### src/rtl/mem_arb_pkg.sv
// Shared types and constants for the two-port IF/LS memory arbiter.
// Port encoding doubles as the bit index into per-port request/grant vectors.
package mem_arb_pkg;

    typedef enum logic [1:0] {
        IDLE,
        ACCESS,
        RESP
    } state_e;

    typedef enum logic {
        PORT_IF = 1'b0,
        PORT_LS = 1'b1
    } port_e;

    localparam int NUM_PORTS = 2;

    // Low address bits that must be zero for a word access.
    localparam logic [1:0] ALIGN_MASK = 2'b11;

    function automatic logic is_aligned(input logic [1:0] addr_lsb);
        return (addr_lsb & ALIGN_MASK) == 2'b00;
    endfunction

endpackage

### src/rtl/rr_arbiter2.sv
// Two-requester round-robin pick. The last-grant register only moves when the
// caller pulses advance, so a held losing request wins the next round.
module rr_arbiter2
    import mem_arb_pkg::*;
(
    input  logic                 clk,
    input  logic                 reset,
    input  logic [NUM_PORTS-1:0] req,
    input  logic                 advance,
    output logic                 any_req,
    output port_e                winner
);

    port_e last_reg;
    port_e last_next;

    always_comb begin
        any_req = |req;
        winner  = PORT_IF;
        if (req[PORT_LS] && !req[PORT_IF]) begin
            winner = PORT_LS;
        end else if (req[PORT_LS] && req[PORT_IF]) begin
            // Tie: the port that did not win last time goes first.
            winner = (last_reg == PORT_IF) ? PORT_LS : PORT_IF;
        end
    end

    always_comb begin
        last_next = last_reg;
        if (advance && any_req) begin
            last_next = winner;
        end
    end

    always_ff @(posedge clk) begin
        if (reset) begin
            last_reg <= PORT_LS;
        end else begin
            last_reg <= last_next;
        end
    end

endmodule

### src/rtl/mem_arbiter.sv
// Shares one unified data memory between instruction fetch and load/store.
// One access per IDLE -> ACCESS -> RESP pass; misaligned accesses never write.
module mem_arbiter
    import mem_arb_pkg::*;
#(
    parameter int AW = 32,
    parameter int DW = 32
) (
    input  logic          clk,
    input  logic          reset,
    // instruction fetch port (read only)
    input  logic          if_req,
    input  logic [AW-1:0] if_addr,
    output logic          if_gnt,
    output logic          if_rvalid,
    output logic [DW-1:0] if_rdata,
    output logic          if_err,
    // load/store port
    input  logic          ls_req,
    input  logic          ls_we,
    input  logic [AW-1:0] ls_addr,
    input  logic [DW-1:0] ls_wdata,
    output logic          ls_gnt,
    output logic          ls_rvalid,
    output logic [DW-1:0] ls_rdata,
    output logic          ls_err,
    // memory side
    output logic          mem_we,
    output logic [AW-1:0] mem_addr,
    output logic [DW-1:0] mem_wdata,
    input  logic [DW-1:0] mem_rdata
);

    state_e state_reg, state_next;

    port_e         port_reg, port_next;
    logic [AW-1:0] addr_reg, addr_next;
    logic          we_reg, we_next;
    logic [DW-1:0] wdata_reg, wdata_next;

    logic [DW-1:0] rdata_reg, rdata_next;
    logic          err_reg, err_next;

    logic [NUM_PORTS-1:0] req_vec;
    logic [NUM_PORTS-1:0] gnt_vec;
    logic [NUM_PORTS-1:0] rvalid_vec;
    logic                 any_req;
    port_e                winner;
    logic                 accept;
    logic                 aligned;

    assign req_vec = {ls_req, if_req};
    assign accept  = (state_reg == IDLE) && any_req;
    assign aligned = is_aligned(addr_reg[1:0]);

    rr_arbiter2 u_rr (
        .clk     (clk),
        .reset   (reset),
        .req     (req_vec),
        .advance (accept),
        .any_req (any_req),
        .winner  (winner)
    );

    // State transitions and all memory-side / handshake outputs.
    always_comb begin
        state_next = state_reg;
        gnt_vec    = '0;
        rvalid_vec = '0;
        mem_we     = 1'b0;
        mem_addr   = '0;
        mem_wdata  = '0;
        case (state_reg)
            IDLE: begin
                if (any_req) begin
                    state_next = ACCESS;
                end
            end
            ACCESS: begin
                gnt_vec[port_reg] = 1'b1;
                mem_addr          = addr_reg;
                mem_wdata         = wdata_reg;
                // Reset in this cycle must not let a write commit at the edge.
                mem_we            = we_reg & aligned & ~reset;
                state_next        = RESP;
            end
            RESP: begin
                rvalid_vec[port_reg] = 1'b1;
                state_next           = IDLE;
            end
            default: begin
                state_next = IDLE;
            end
        endcase
    end

    // Request latch: IF is forced to a read with zero write data.
    always_comb begin
        port_next  = port_reg;
        addr_next  = addr_reg;
        we_next    = we_reg;
        wdata_next = wdata_reg;
        if (accept) begin
            port_next = winner;
            if (winner == PORT_IF) begin
                addr_next  = if_addr;
                we_next    = 1'b0;
                wdata_next = '0;
            end else begin
                addr_next  = ls_addr;
                we_next    = ls_we;
                wdata_next = ls_wdata;
            end
        end
    end

    // Response capture during ACCESS; writes and misaligned accesses return 0.
    always_comb begin
        rdata_next = rdata_reg;
        err_next   = err_reg;
        if (state_reg == ACCESS) begin
            rdata_next = (we_reg || !aligned) ? '0 : mem_rdata;
            err_next   = ~aligned;
        end
    end

    always_ff @(posedge clk) begin
        if (reset) begin
            state_reg <= IDLE;
            port_reg  <= PORT_LS;
            addr_reg  <= '0;
            we_reg    <= 1'b0;
            wdata_reg <= '0;
            rdata_reg <= '0;
            err_reg   <= 1'b0;
        end else begin
            state_reg <= state_next;
            port_reg  <= port_next;
            addr_reg  <= addr_next;
            we_reg    <= we_next;
            wdata_reg <= wdata_next;
            rdata_reg <= rdata_next;
            err_reg   <= err_next;
        end
    end

    // Per-port response fan-out: only the port owning rvalid sees data/err.
    logic [DW-1:0]        port_rdata [NUM_PORTS];
    logic [NUM_PORTS-1:0] port_err;

    genvar gi;
    generate
        for (gi = 0; gi < NUM_PORTS; gi++) begin : g_port
            assign port_rdata[gi] = rvalid_vec[gi] ? rdata_reg : '0;
            assign port_err[gi]   = rvalid_vec[gi] & err_reg;
        end
    endgenerate

    assign if_gnt    = gnt_vec[PORT_IF];
    assign if_rvalid = rvalid_vec[PORT_IF];
    assign if_rdata  = port_rdata[PORT_IF];
    assign if_err    = port_err[PORT_IF];

    assign ls_gnt    = gnt_vec[PORT_LS];
    assign ls_rvalid = rvalid_vec[PORT_LS];
    assign ls_rdata  = port_rdata[PORT_LS];
    assign ls_err    = port_err[PORT_LS];

endmodule

### config.mk
export PLATFORM = sky130hd
export DESIGN_NAME = mem_arbiter
export DESIGN_NICKNAME = d
export VERILOG_FILES = /design/src/rtl/mem_arb_pkg.sv /design/src/rtl/rr_arbiter2.sv /design/src/rtl/mem_arbiter.sv
export SDC_FILE = /design/constraint.sdc
export NUM_CORES = 1
export LEC_CHECK = 0
export CAP_MARGIN = 20
export CORE_MARGIN = 8
export CORE_UTILIZATION = 36
export DETAILED_ROUTE_END_ITERATION = 10
export PLACE_DENSITY_LB_ADDON = 0.05
export SYNTH_ARGS = -nofsm -noshare
export SYNTH_HDL_FRONTEND = slang
export SYNTH_SLANG_ARGS = --single-unit
### constraint.sdc
create_clock -name clk -period 1.24 [get_ports clk]
set_input_delay 0.124 -clock clk [delete_from_list [all_inputs] [get_ports clk]]
set_output_delay 0.124 -clock clk [all_outputs]
set_load 0.05 [all_outputs]
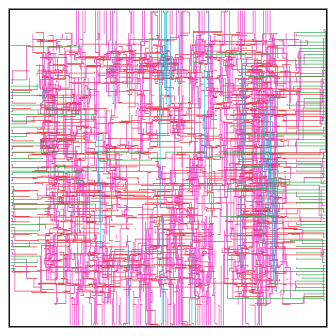
**Above:** signal wires by layer.
Key: metal 4 = cyan [wire length 1100 µm]; metal 2 = magenta [wire length 12400 µm]; metal 3 = green [wire length 1970 µm]; metal 1 = red [wire length 8940 µm]

==> notes.org <==
#+TITLE: Synthesis and PnR summary

** Final timing
- Subtracting the final worst setup slack from the clock period gives 1.71 ns.
- Final number of setup-violating endpoints :: 233
- The tightest hold path in the finished design has a slack of -0.0280 ns.
- In the finished design, the share of the clock period the worst path needs comes to 1.38.
- Hold Vio Cnt, Final :: 1
- Final setup slack of the worst path :: -0.468 ns
- For the final database, setup skew stands at 0.00534 ns.
- Per the slew report, the remaining headroom to the max-slew limit stands at 0.627.

** Final layout
- Between the synthesized netlist and the finished layout, the area growth was recorded as 122%.
- Area of all placed cells without fillers :: 11600 µm²
- Total area of sequential cells :: 2030 µm²
- Per the final layout report, the fraction of cells sized above drive strength 1 comes to 0.539.
- According to the finish report, the design has a final net count of 1071.
- Fillers :: 828

** Critical path
- Endpoint arrival time on the critical path :: 1.58 ns
- Kind of capture point of the worst setup path :: output pin
- Path depth of the worst reg2reg path :: 8
- The cell that appears most often on the critical path is sky130_fd_sc_hd__buf_12.

** Logic synthesis
- Synth area leaders :: sky130_fd_sc_hd__dfxtp_1, sky130_fd_sc_hd__and2_1, sky130_fd_sc_hd__a311oi_2
- Synthesis produced a netlist whose cell count is 647.
- Cell type with the largest total area :: sky130_fd_sc_hd__dfxtp_1
- The share of synthesized area in the top cell type comes to 0.386.
- The synthesis stat section lists a flop and latch total of 101.
- Sequential fraction of the synthesis area :: 0.386
- Mean instance size in the synthesized netlist :: 8.10 µm²

** Status
- The checks that failed: negative hold slack, negative setup slack.
- The flow ran to the end, but the final reports show violations.

** Job
- Total tool warning count :: 31

** CTS
- Clock latency of the later-clocked register in the worst-skew pair :: 0.34 ns
- Buffers inserted during clock tree synthesis total 9.
- After clock tree synthesis, the repair step resized 25 gates.
- Clock tree synthesis found a total of 101 sinks.

** Global routing
- Entering global routing, the biggest net connects 43 pins.
- Remaining global-route overflow :: 0

** Floorplan
- Area of the die :: 18700 µm²

** Power
- The switching portion of total power comes to 0.303.
- Switching power total :: 3.19 mW

** Routing
- For this block, the initial DRC count from the detailed router was 280.
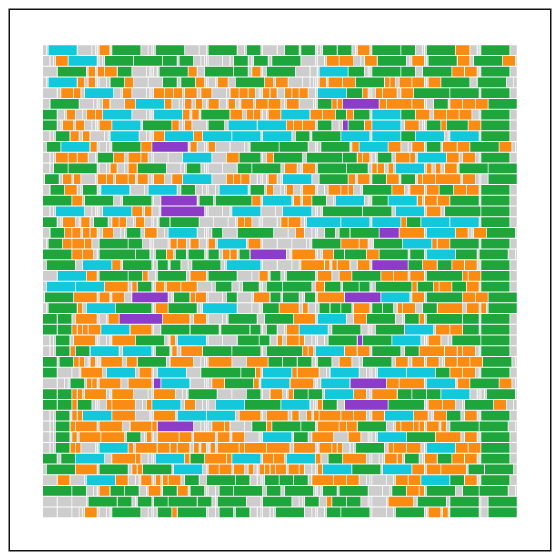
**Above:** cells colored by class.
Fill, decap, tap and diode cells in gray.
Key: combinational and other logic = orange [cells 476]; clock drivers and dummy loads = purple [cells 16]; sequential cells = cyan [cells 101]; remaining buffers and delay cells = green [cells 350]

cell families after synthesis:
| logic type | after synthesis | synth area share |
|---|---|---|
| flip-flops | 101 | 0.386 |
| AND-OR/OR-AND | 167 | 0.231 |
| buffers and inverters | 70 | 0.0666 |
| AND/OR/NAND/NOR | 309 | 0.317 |
layout make-up:
type                    count  share of cell area
well taps                 184              0.0198
clock buffers              12              0.0212
multi-input cells         476               0.323
clock inverters             4             0.00819
flip-flops and latches    101               0.175
repair buffers            350               0.452
placed cells by master, fill, tap and decap left out, types with 2 or more instances in the layout:
cell type and n:
sky130_fd_sc_hd__clkbuf_1 2, sky130_fd_sc_hd__clkbuf_16 23, sky130_fd_sc_hd__o21ai_0 22, sky130_fd_sc_hd__nor2_4 4, sky130_fd_sc_hd__o21ai_1 11, sky130_fd_sc_hd__buf_4 25
sky130_fd_sc_hd__nand4_1 33, sky130_fd_sc_hd__buf_16 2, sky130_fd_sc_hd__nor2_1 2, sky130_fd_sc_hd__and2_4 97, sky130_fd_sc_hd__or2_1 2, sky130_fd_sc_hd__dfxtp_4 3
sky130_fd_sc_hd__buf_8 6, sky130_fd_sc_hd__a21oi_2 54, sky130_fd_sc_hd__nand3_2 18, sky130_fd_sc_hd__nand2_1 97, sky130_fd_sc_hd__clkdlybuf4s50_1 131, sky130_fd_sc_hd__a311oi_2 31
sky130_fd_sc_hd__nand3_1 4, sky130_fd_sc_hd__nand3_4 10, sky130_fd_sc_hd__bufinv_16 3, sky130_fd_sc_hd__a21oi_1 28, sky130_fd_sc_hd__buf_12 151, sky130_fd_sc_hd__dfxtp_1 98
sky130_fd_sc_hd__buf_6 21, sky130_fd_sc_hd__a21oi_4 15, sky130_fd_sc_hd__and2_2 34
No activity file was given, so power comes from the tool's default toggle rates.
